File: config.mk
export PLATFORM = sky130hd
export DESIGN_NAME = id_ex_stage
export DESIGN_NICKNAME = d
export VERILOG_FILES = /design/src/rtl/defines.sv /design/src/rtl/hazard_detect.sv /design/src/rtl/id_ex_stage.sv
export SDC_FILE = /design/constraint.sdc
export NUM_CORES = 1
export LEC_CHECK = 0
export CAP_MARGIN = 5
export CORE_ASPECT_RATIO = 0.9
export CORE_UTILIZATION = 40
export DETAILED_ROUTE_END_ITERATION = 12
export PLACE_DENSITY = 0.82
export SLEW_MARGIN = 10
export SYNTH_ARGS = -nofsm -noshare
export SYNTH_HDL_FRONTEND = slang
export SYNTH_SLANG_ARGS = --single-unit
export TNS_END_PERCENT = 100
File: constraint.sdc
create_clock -name clk -period 4.98 [get_ports clk]
set_input_delay 0.996 -clock clk [delete_from_list [all_inputs] [get_ports clk]]
set_output_delay 0.996 -clock clk [all_outputs]
set_load 0.05 [all_outputs]
File: src/rtl/defines.sv
// Shared datapath constants and the ID/EX pipeline register layout.
package defines;
    localparam int N                 = 32;
    localparam int REG_FILE_ADDR_LEN = 5;
    localparam int REG_FILE_SIZE     = 1 << REG_FILE_ADDR_LEN;
    localparam int OP_W              = 4;

    typedef logic [OP_W-1:0] op_t;

    typedef struct packed {
        logic [N-1:0]                 a;
        logic [N-1:0]                 b;
        logic [N-1:0]                 imm;
        op_t                          op;
        logic [REG_FILE_ADDR_LEN-1:0] dest;
        logic                         wr_en;
        logic                         is_load;
    } id_ex_t;
endpackage

File: src/rtl/hazard_detect.sv
// Load-use compare between the held ID/EX instruction and the incoming sources.
module hazard_detect #(
    parameter int AW = defines::REG_FILE_ADDR_LEN
) (
    input  logic          in_valid,
    input  logic          held_valid,
    input  logic          held_is_load,
    input  logic          held_wr_en,
    input  logic [AW-1:0] held_dest,
    input  logic [AW-1:0] src1,
    input  logic [AW-1:0] src2,
    output logic          hazard
);
    // r0 is hardwired to zero, so a load into it can never create a dependency.
    assign hazard = in_valid && held_valid && held_is_load && held_wr_en
                 && (held_dest != '0)
                 && ((held_dest == src1) || (held_dest == src2));
endmodule

File: src/rtl/id_ex_stage.sv
// ID/EX stage: operand fetch with writeback bypass, handshake register, load-use stall.
module id_ex_stage
    import defines::*;
#(
    parameter int N     = defines::N,
    parameter int AW    = defines::REG_FILE_ADDR_LEN,
    parameter int OP_W  = defines::OP_W,
    parameter int CNT_W = 16
) (
    input  logic             clk,
    input  logic             rstn,
    input  logic             in_valid,
    output logic             in_ready,
    input  logic [AW-1:0]    in_src1,
    input  logic [AW-1:0]    in_src2,
    input  logic [AW-1:0]    in_dest,
    input  logic [N-1:0]     in_imm,
    input  logic [OP_W-1:0]  in_op,
    input  logic             in_wr_en,
    input  logic             in_is_load,
    output logic [AW-1:0]    rf_src1,
    output logic [AW-1:0]    rf_src2,
    input  logic [N-1:0]     rf_reg1,
    input  logic [N-1:0]     rf_reg2,
    input  logic             wb_en,
    input  logic [AW-1:0]    wb_dest,
    input  logic [N-1:0]     wb_val,
    input  logic             flush,
    output logic             out_valid,
    input  logic             out_ready,
    output logic [N-1:0]     out_a,
    output logic [N-1:0]     out_b,
    output logic [N-1:0]     out_imm,
    output logic [OP_W-1:0]  out_op,
    output logic [AW-1:0]    out_dest,
    output logic             out_wr_en,
    output logic             out_is_load,
    output logic [CNT_W-1:0] stall_cnt
);
    logic [N-1:0] a, b;
    logic         hazard, accept;
    id_ex_t       q, d;

    assign rf_src1 = in_src1;
    assign rf_src2 = in_src2;

    // Write-through bypass: the register file has not yet absorbed this cycle's writeback.
    always_comb begin
        a = rf_reg1;
        b = rf_reg2;
        if (in_src1 == '0)                     a = '0;
        else if (wb_en && wb_dest == in_src1)  a = wb_val;
        if (in_src2 == '0)                     b = '0;
        else if (wb_en && wb_dest == in_src2)  b = wb_val;
    end

    hazard_detect #(.AW(AW)) u_hazard (
        .in_valid     (in_valid),
        .held_valid   (out_valid),
        .held_is_load (q.is_load),
        .held_wr_en   (q.wr_en),
        .held_dest    (q.dest),
        .src1         (in_src1),
        .src2         (in_src2),
        .hazard       (hazard)
    );

    assign in_ready = !flush && !hazard && (!out_valid || out_ready);
    assign accept   = in_valid && in_ready;

    always_comb begin
        d         = '0;
        d.a       = a;
        d.b       = b;
        d.imm     = in_imm;
        d.op      = in_op;
        d.dest    = in_dest;
        d.wr_en   = in_wr_en;
        d.is_load = in_is_load;
    end

    always_ff @(posedge clk or negedge rstn) begin
        if (!rstn) begin
            out_valid <= 1'b0;
            q         <= '0;
        end else if (flush) begin
            out_valid <= 1'b0;
        end else if (accept) begin
            out_valid <= 1'b1;
            q         <= d;
        end else if (out_valid && out_ready) begin
            // Bubble: dropping the load flags releases the hazard next cycle.
            out_valid <= 1'b0;
            q.wr_en   <= 1'b0;
            q.is_load <= 1'b0;
        end
    end

    always_ff @(posedge clk or negedge rstn) begin
        if (!rstn)
            stall_cnt <= '0;
        else if (in_valid && hazard && stall_cnt != '1)
            stall_cnt <= stall_cnt + CNT_W'(1);
    end

    assign out_a       = q.a;
    assign out_b       = q.b;
    assign out_imm     = q.imm;
    assign out_op      = q.op;
    assign out_dest    = q.dest;
    assign out_wr_en   = q.wr_en;
    assign out_is_load = q.is_load;
endmodule

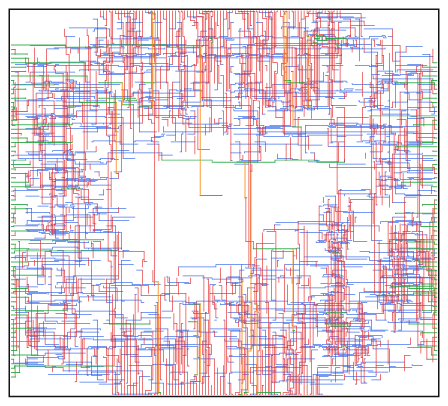
**Above:** run 1 (signal wires by layer).
legend:
  metal 3:
    color: green
    wire_length: 1040 um
  metal 1:
    color: blue
    wire_length: 7220 um
  metal 4:
    color: orange
    wire_length: 472 um
  metal 2:
    color: red
    wire_length: 8850 um

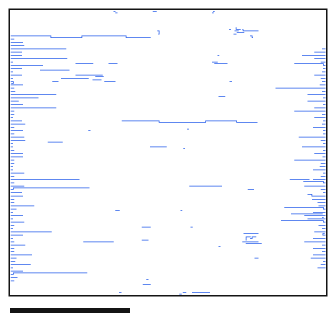
**Above:** run 1 (met3 routing).
The bar under the picture is 50 um long.
longest straight run: 31.5 um
main direction: horizontal

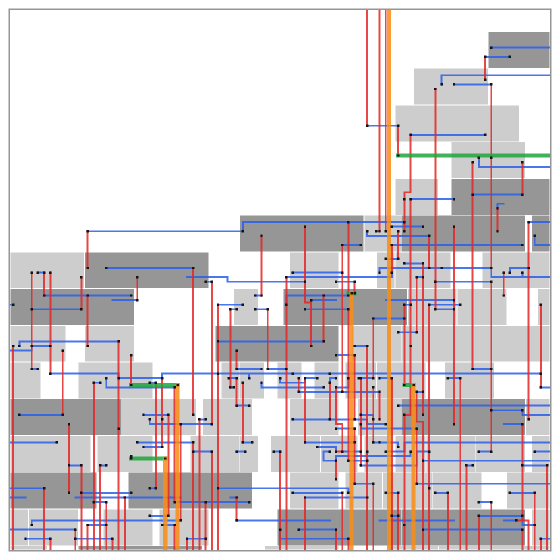
**Above:** run 1 (a small window of the routed layout).
Window x 46 to 86, y 16 to 56 um. Cells in gray, sequential cells in the stronger gray; small squares are vias.
legend:
  metal 3:
    color: green
  metal 2:
    color: red
  metal 1:
    color: blue
  metal 4:
    color: orange
most frequent: clkdlybuf4s50_1 (21), dfrtp_1 (13), mux2_4 (7)
netlist names of flops here include: `out_imm` (7), `out_dest` (2)
cells with their middle in the window: 61
sequential cells in the window: 13

==> flow_summary.json, run 1 <==
{
  "power.combinational.fraction": 0.335,
  "worstPathArrival_ns": 2.68,
  "top_layer": "met4",
  "synth_sequential_area_ratio": 0.5140,
  "timing.critical_path.mode_cell": "nor2_1",
  "worst_setup_end_kind": "output port",
  "crit_path_max_fanout": 4,
  "clk_path_buf_depth": 2,
  "net-switching-power_mw": 1.318,
  "postRouteAntennaNets": 0,
  "whs_path_depth": 2,
  "synthMostInstantiatedCell": "dfrtp_1",
  "place_congestion": 1.067,
  "antenna-diode-count": 0,
  "post_synth_main_logic_family": "multiplexers",
  "dpl.hpwl_um": 13010,
  "achievable-frequency_mhz": 271.8,
  "yosys-top-cells-area": "dfrtp_1, mux2i_1, mux2_4",
  "yosys-stat-area_mm2": 0.006037,
  "min-delay-path-class": "reg -> reg",
  "initial_utilization": 0.4103,
  "layout.cells.non_filler": 990,
  "crit_path_drt_ns": 3.98,
  "chip_area_mm2": 0.01559,
  "postSynthAreaPerCell_um2": 12.03,
  "final.min_clock_period_ns": 3.679,
  "critPathBufInv": 2,
  "comb_cell_power_mw": 1.27,
  "synth-adder-area-share": 0.002073,
  "final.setup_skew_ns": 0.009440,
  "ys_ff": 124,
  "power.density_cell_area_mw_per_mm2": 390.2,
  "cts_hold_buffers_added": 0,
  "reg2reg_slack_ns": 2.41,
  "route.met3.wl_um": 1039,
  "die_height_um": 118.5,
  "delay_of_the_slowest_cell_on_the_worst_path_ns": 0.55,
  "final.setup.tns_ns": 0,
  "ys_async_sr_fraction": 1.000,
  "synth.cellmix.xorXnorShare": 0.05078,
  "internal-power_mw": 2.469,
  "met2_usage": 0.3872,
  "dr.first_iter.drc_count": 256,
  "yosys.area.top_type_share": 0.5140,
  "synthToLayoutAreaGrowth_pct": 60.75,
  "placedCellCount": 958,
  "post_drt_wl_per_cell_um": 17.76,
  "grt_antenna_before_repair": 0,
  "worst_slew_margin_rel": 0.2870,
  "timing.reg2reg.worst_path_depth": 6,
  "timing.rr.start": "out_dest[2]$_DFFE_PN0P_",
  "post_cts_resize_count": 0,
  "number_of_filler_cells_placed_in_the_layout": 1040,
  "clkSinkCount": 124,
  "drv_slew": 0,
  "yosys_cells": 502,
  "cts_tree": "built",
  "openroad.warnings": 26,
  "final_wirelength_um": 17580,
  "cts_htree_levels": 4,
  "synth-compound-area-share": 0.08767,
  "crit_chain": "clkdlybuf4s50_1 > xor2_1 > nor2_1 > a22oi_1 > nor2_1 > nor2b_1 > buf_4",
  "clk_pin_slew_ns": 0.05,
  "timing.final.crit_share": 0.7388,
  "setup_viol_count_final": 0,
  "grt.busiest_layer": "met2",
  "timing.critical_path.from_type": "primary input",
  "run_status": "finished, final reports clean",
  "cts-buffers-inserted": 17,
  "met2RoutedLength_um": 8852,
  "holdCritStartpoint": "out_b[12]$_DFFE_PN0P_",
  "most_used_standard_cells_in_the_synthesized_netlist": "dfrtp_1, nand2_1, mux2i_1, o31ai_1, mux2_4",
  "synth_nets": 663,
  "slowest_stage": "clkdlybuf4s50_1",
  "largest_power_group": "combinational cells",
  "max_cap_viol_count": 0,
  "cts_setup_buffers": 0,
  "synthDistinctLibCells": 31,
  "synth.cellmix.simpleShare": 0.09036,
  "finalHoldViolations": 0,
  "drc": 0,
  "worstSkewPairLatency_ns": 0.41,
  "grt_use_total": 0.2296,
  "hold_path_end": "out_b[12]$_DFFE_PN0P_",
  "route.layer.met1.wl_um": 7218,
  "pin_count_of_the_biggest_net_entering_global_routing": 87,
  "post_synth_edffs": 0,
  "clock-root-buffer": "clkbuf_16",
  "seq_power_share": 0.329,
  "design.final.nets": 940,
  "rsz_0062_raised_after_global_routing": "false",
  "fin_util": 0.6595,
  "synthesis.yosys.warnings": 0,
  "portBuffers": 294,
  "grt_first_pass_wirelength_um": 27590,
  "p_clk_mw": 1.27,
  "vdd_ir_drop_max_mv": 0.2467,
  "post_synth_instance_area_mm2": 0.006037,
  "power_leakage_nw": 4.058,
  "synthMuxAreaShare": 0.2081
}
==> run 1: per-stage QoR <==
| stage | setup WS, ns | power, mW | instance area, um^2 | hold slack, ns |
|---|---|---|---|---|
| 5_1_grt | 1.185 | 3.925 | 9704 | 0.4992 |
| 2_1_floorplan | 1.487 | 2.006 | 6037 | 0.7004 |
| 4_1_cts | 1.290 | 3.816 | 9704 | 0.4806 |
| 6_report | 1.301 | 3.787 | 9704 | 0.4779 |
| 3_5_place_dp | 1.308 | 2.534 | 9087 | 0.4681 |
| 3_3_place_gp | 1.345 | 2.512 | 9087 | 0.4589 |
==> run 1: flip-flops by register name, summed over array words and instances (netlist names), 4 cells and up <==
name and cells:
out_a 32, out_b 32, out_dest 5, out_imm 32, out_op 4, stall_cnt 16
==> run 1: placed cells by master, fill, tap and decap left out, drive strengths merged, types with 6 or more instances in the layout <==
cell type and instances:
and3 11, buf 12, clkbuf 19, clkdlybuf4s50 292, dfrtp 124, mux2 42
mux2i 64, nand2 67, nand3 9, nand4 8, nor2 6, o31ai 64
xnor2 17, xor2 18
==> run 1: logic make-up (layout without fill, tap and decap cells) <==
| group | Yosys count | count (layout) |
|---|---|---|
| DFF | 124 | 124 |
| and+or+nand+nor | 117 | 117 |
| muxes | 106 | 106 |
| AOI/OAI and AO/OA | 71 | 71 |
| buffers and inverters | 48 | 338 |
| xor gates and xnor gates | 35 | 35 |
| adders and majority gates | 1 | 1 |
==> run 1: area by class of cell <==
cell class,instances,area [um^2],area share
Inverter,2,7.507,0.0007736
Clock inverter,13,163.9,0.01689
Timing Repair Buffer,304,3063,0.3156
Clock buffer,19,452.9,0.04667
Multi-Input combinational cell,330,2666,0.2748
Tap cell,198,247.7,0.02553
Sequential cell,124,3103,0.3198
## Run 2: what changed since run 1
CORE_UTILIZATION = 37   (was 40)
PLACE_DENSITY = 0.8   (was 0.82)
clock period = 3.15 ns   (was 4.98 ns; I/O delays follow)
==> flow_summary.json, run 2 <==
{
  "dr.first_iter.drc_count": 248,
  "critical-path-top-delay-family": "buffers and inverters",
  "coreArea_mm2": 0.01566,
  "post_synth_instance_area_mm2": 0.006037,
  "drv_slew": 0,
  "grt_antenna_before_repair": 0,
  "postRouteAntennaNets": 0,
  "final.setup.tns_ns": 0,
  "synth_nets": 663,
  "cts-buffers-inserted": 17,
  "ys_async_sr_fraction": 1.000,
  "synth-adder-area-share": 0.002073,
  "layout_top_cell_excl_fill_tap": "clkdlybuf4s50_1",
  "design.final.nets": 944,
  "cts_setup_buffers": 0,
  "max_cap_viol_count": 0,
  "grt_use_total": 0.2141,
  "clk_pin_slew_ns": 0.06,
  "run_status": "finished, final reports clean",
  "number_of_filler_cells_placed_in_the_layout": 1229,
  "die-width_um": 136.6,
  "synth_sequential_area_ratio": 0.5140,
  "clock-root-buffer": "clkbuf_16",
  "worst_slew_margin_rel": 0.5388,
  "slowest_stage": "clkdlybuf4s50_1",
  "synthesis.yosys.warnings": 0,
  "ys_ff": 124,
  "synthMuxAreaShare": 0.2081,
  "grt_pass1_vias": 5145,
  "final.setup_skew_ns": 0.01010,
  "synthMostInstantiatedCell": "dfrtp_1",
  "via_count": 5001,
  "cts_tree": "built",
  "first_pass_iters": 4,
  "worstSkewPairLatency_ns": 0.41,
  "drive_above_1_share": 0.1181,
  "portBuffers": 294,
  "synth-main-ff-cell": "dfrtp_1",
  "vias_per_cell": 5.011,
  "grt_first_pass_wirelength_um": 27090,
  "postSynthAreaPerCell_um2": 12.03,
  "drc": 0,
  "pin_count": 295,
  "most_used_standard_cells_in_the_synthesized_netlist": "dfrtp_1, nand2_1, mux2i_1, o31ai_1, mux2_4",
  "worst-path-stages": 7,
  "min-delay-path-class": "in -> async",
  "place_congestion": 0.8712,
  "yosys_cells": 502,
  "rsz_0062_raised_after_global_routing": "false",
  "openroad.warnings": 26,
  "power_leakage_nw": 4.058,
  "post_cts_resize_count": 0,
  "timing.final.crit_share": 0.9268,
  "dpl.hpwl_um": 13150,
  "fin_util": 0.6210,
  "worst_r2r_endpoint": "out_imm[31]$_DFFE_PN0P_",
  "cts_hold_buffers_added": 0,
  "synthCells": 502,
  "synth.cellmix.xorXnorShare": 0.05078,
  "finalHoldViolations": 0,
  "post_drt_wl_per_cell_um": 18.01,
  "synth-compound-area-share": 0.08767,
  "grt_overflow": 0,
  "achievable-frequency_mhz": 342.5,
  "synthDominantAreaCellType": "dfrtp_1",
  "cp-endpoint": "in_ready",
  "initial_utilization": 0.3856,
  "timing.reg2reg.worst_path_depth": 6,
  "clkSinkCount": 124,
  "clk_path_buf_depth": 2,
  "worstPathArrival_ns": 2.29,
  "post_synth_main_logic_family": "multiplexers",
  "pin_count_of_the_biggest_net_entering_global_routing": 69,
  "crit_chain": "clkdlybuf4s50_1 > xor2_1 > nor3_1 > a22oi_1 > nor2_1 > nor2b_1 > buf_4",
  "criticalPathCategory": "in -> out",
  "timing.critical_path.from_type": "primary input",
  "delay_of_the_slowest_cell_on_the_worst_path_ns": 0.58,
  "timing.rr.start": "out_dest[2]$_DFFE_PN0P_",
  "reg2reg_slack_ns": 0.89,
  "final_wirelength_um": 17970,
  "post_synth_edffs": 0,
  "power.density_cell_area_mw_per_mm2": 597.4,
  "yosys-stat-area_mm2": 0.006037,
  "setup_viol_count_final": 0,
  "cts_htree_levels": 4,
  "crit_path_max_fanout": 4,
  "critPathLaunch": "in_src1[2]",
  "antenna-diode-count": 0,
  "tightestPinTransition_ns": 0.6918,
  "synthDistinctLibCells": 31,
  "chip_area_mm2": 0.01683,
  "synthToLayoutAreaGrowth_pct": 61.04,
  "synth.cellmix.simpleShare": 0.09036,
  "die_height_um": 123.2,
  "crit_path_drt_ns": 2.52,
  "yosys-top-cells-area": "dfrtp_1, mux2i_1, mux2_4",
  "final.min_clock_period_ns": 2.919,
  "top_logic_cells_by_instance_count_in_the_layout": "clkdlybuf4s50_1, dfrtp_1, nand2_1",
  "worst_setup_end_kind": "output port",
  "vdd_ir_drop_max_mv": 0.3606,
  "yosys.area.top_type_share": 0.5140,
  "critPathBufInv": 2
}
-- run 2: cell types whose count changed in the layout (fill, tap and decap cells not counted), sizes merged --
cell and delta:
clkinvlp -1, bufinv -2, clkbuf +1, buf +4
inv -2, clkinv +4
-- run 2: per-layer routing --
layer	part of all wire	vias to the layer above	track usage
met5	0	-	0
met4	0.022	0	0.08472
met3	0.068	35	0.06109
met2	0.50	222	0.3620
met1	0.41	2399	0.2572
li1	-	2345	-
-- run 2: report_power, final --
part / switching [mW] / internal [mW]
sequential: 0.155 / 1.82
clock: 0.717 / 1.11
combinational: 1.21 / 0.799
-- run 2: worst register-to-register path, cell delays in order (launching register included) --
cell,delay (ns)
dfrtp_1,0.46
xor2_1,0.19
nor3_1,0.22
a22oi_1,0.19
o211ai_4,0.41
buf_12,0.31
mux2_2,0.38
-- run 2: metrics by stage --
step | worst slack [ns] | hold slack (ns) | cell area [um^2] | cells | power [mW]
after floorplan | 0.1586 | 0.3344 | 6037 | 502 | 3.171
after global placement | 0.2323 | 0.4583 | 9158 | 966 | 3.976
after detailed placement | 0.1760 | 0.4661 | 9158 | 966 | 4.013
final | 0.2307 | 0.2476 | 9722 | 998 | 5.807
after global routing | 0.1142 | 0.2873 | 9722 | 998 | 6.037
after CTS | 0.2111 | 0.2625 | 9722 | 998 | 5.875
-- run 2: final cells by class --
type	count	area, um^2	area share
Multi-Input combinational cell	330	2676	0.2753
Clock inverter	12	117.6	0.01210
Clock buffer	20	446.7	0.04595
Inverter	2	7.507	0.0007722
Sequential cell	124	3103	0.3192
Timing Repair Buffer	308	3118	0.3207
Tap cell	202	252.7	0.02600
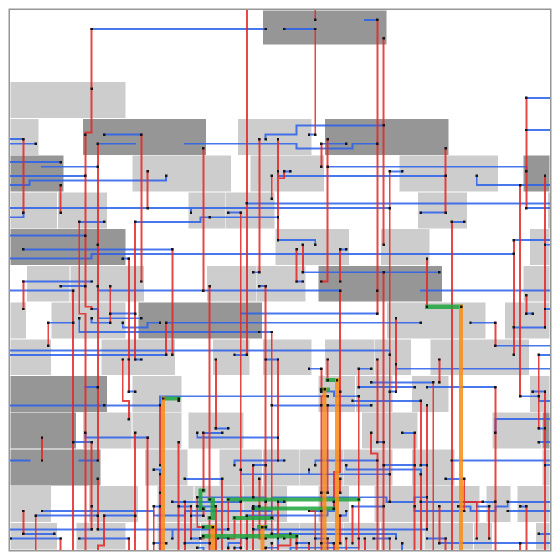
**Above:** run 2 (a small window of the routed layout).
Window x 48 to 88, y 17 to 57 um. Cells in gray, sequential cells in the stronger gray; small squares are vias.
legend:
  metal 2:
    color: red
  metal 1:
    color: blue
  metal 4:
    color: orange
  metal 3:
    color: green
netlist names of flops here include: `out_dest` (5), `out_imm` (2), `out_op` (2)
most frequent: clkdlybuf4s50_1 (20), dfrtp_1 (9), xor2_1 (8)
cells with their middle in the window: 70
sequential cells in the window: 9

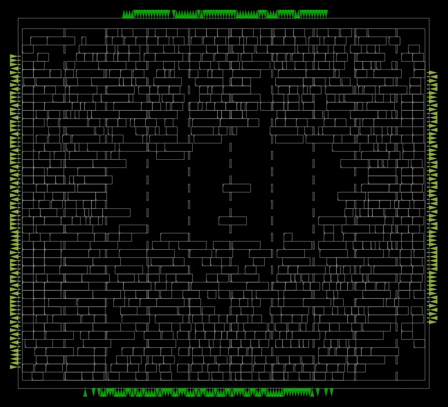
**Above:** run 2 (cell placement).
row cnt: 43
sequential cell area share: 0.3192

Power figures rest on the tool's default switching activity, not on a simulated workload.
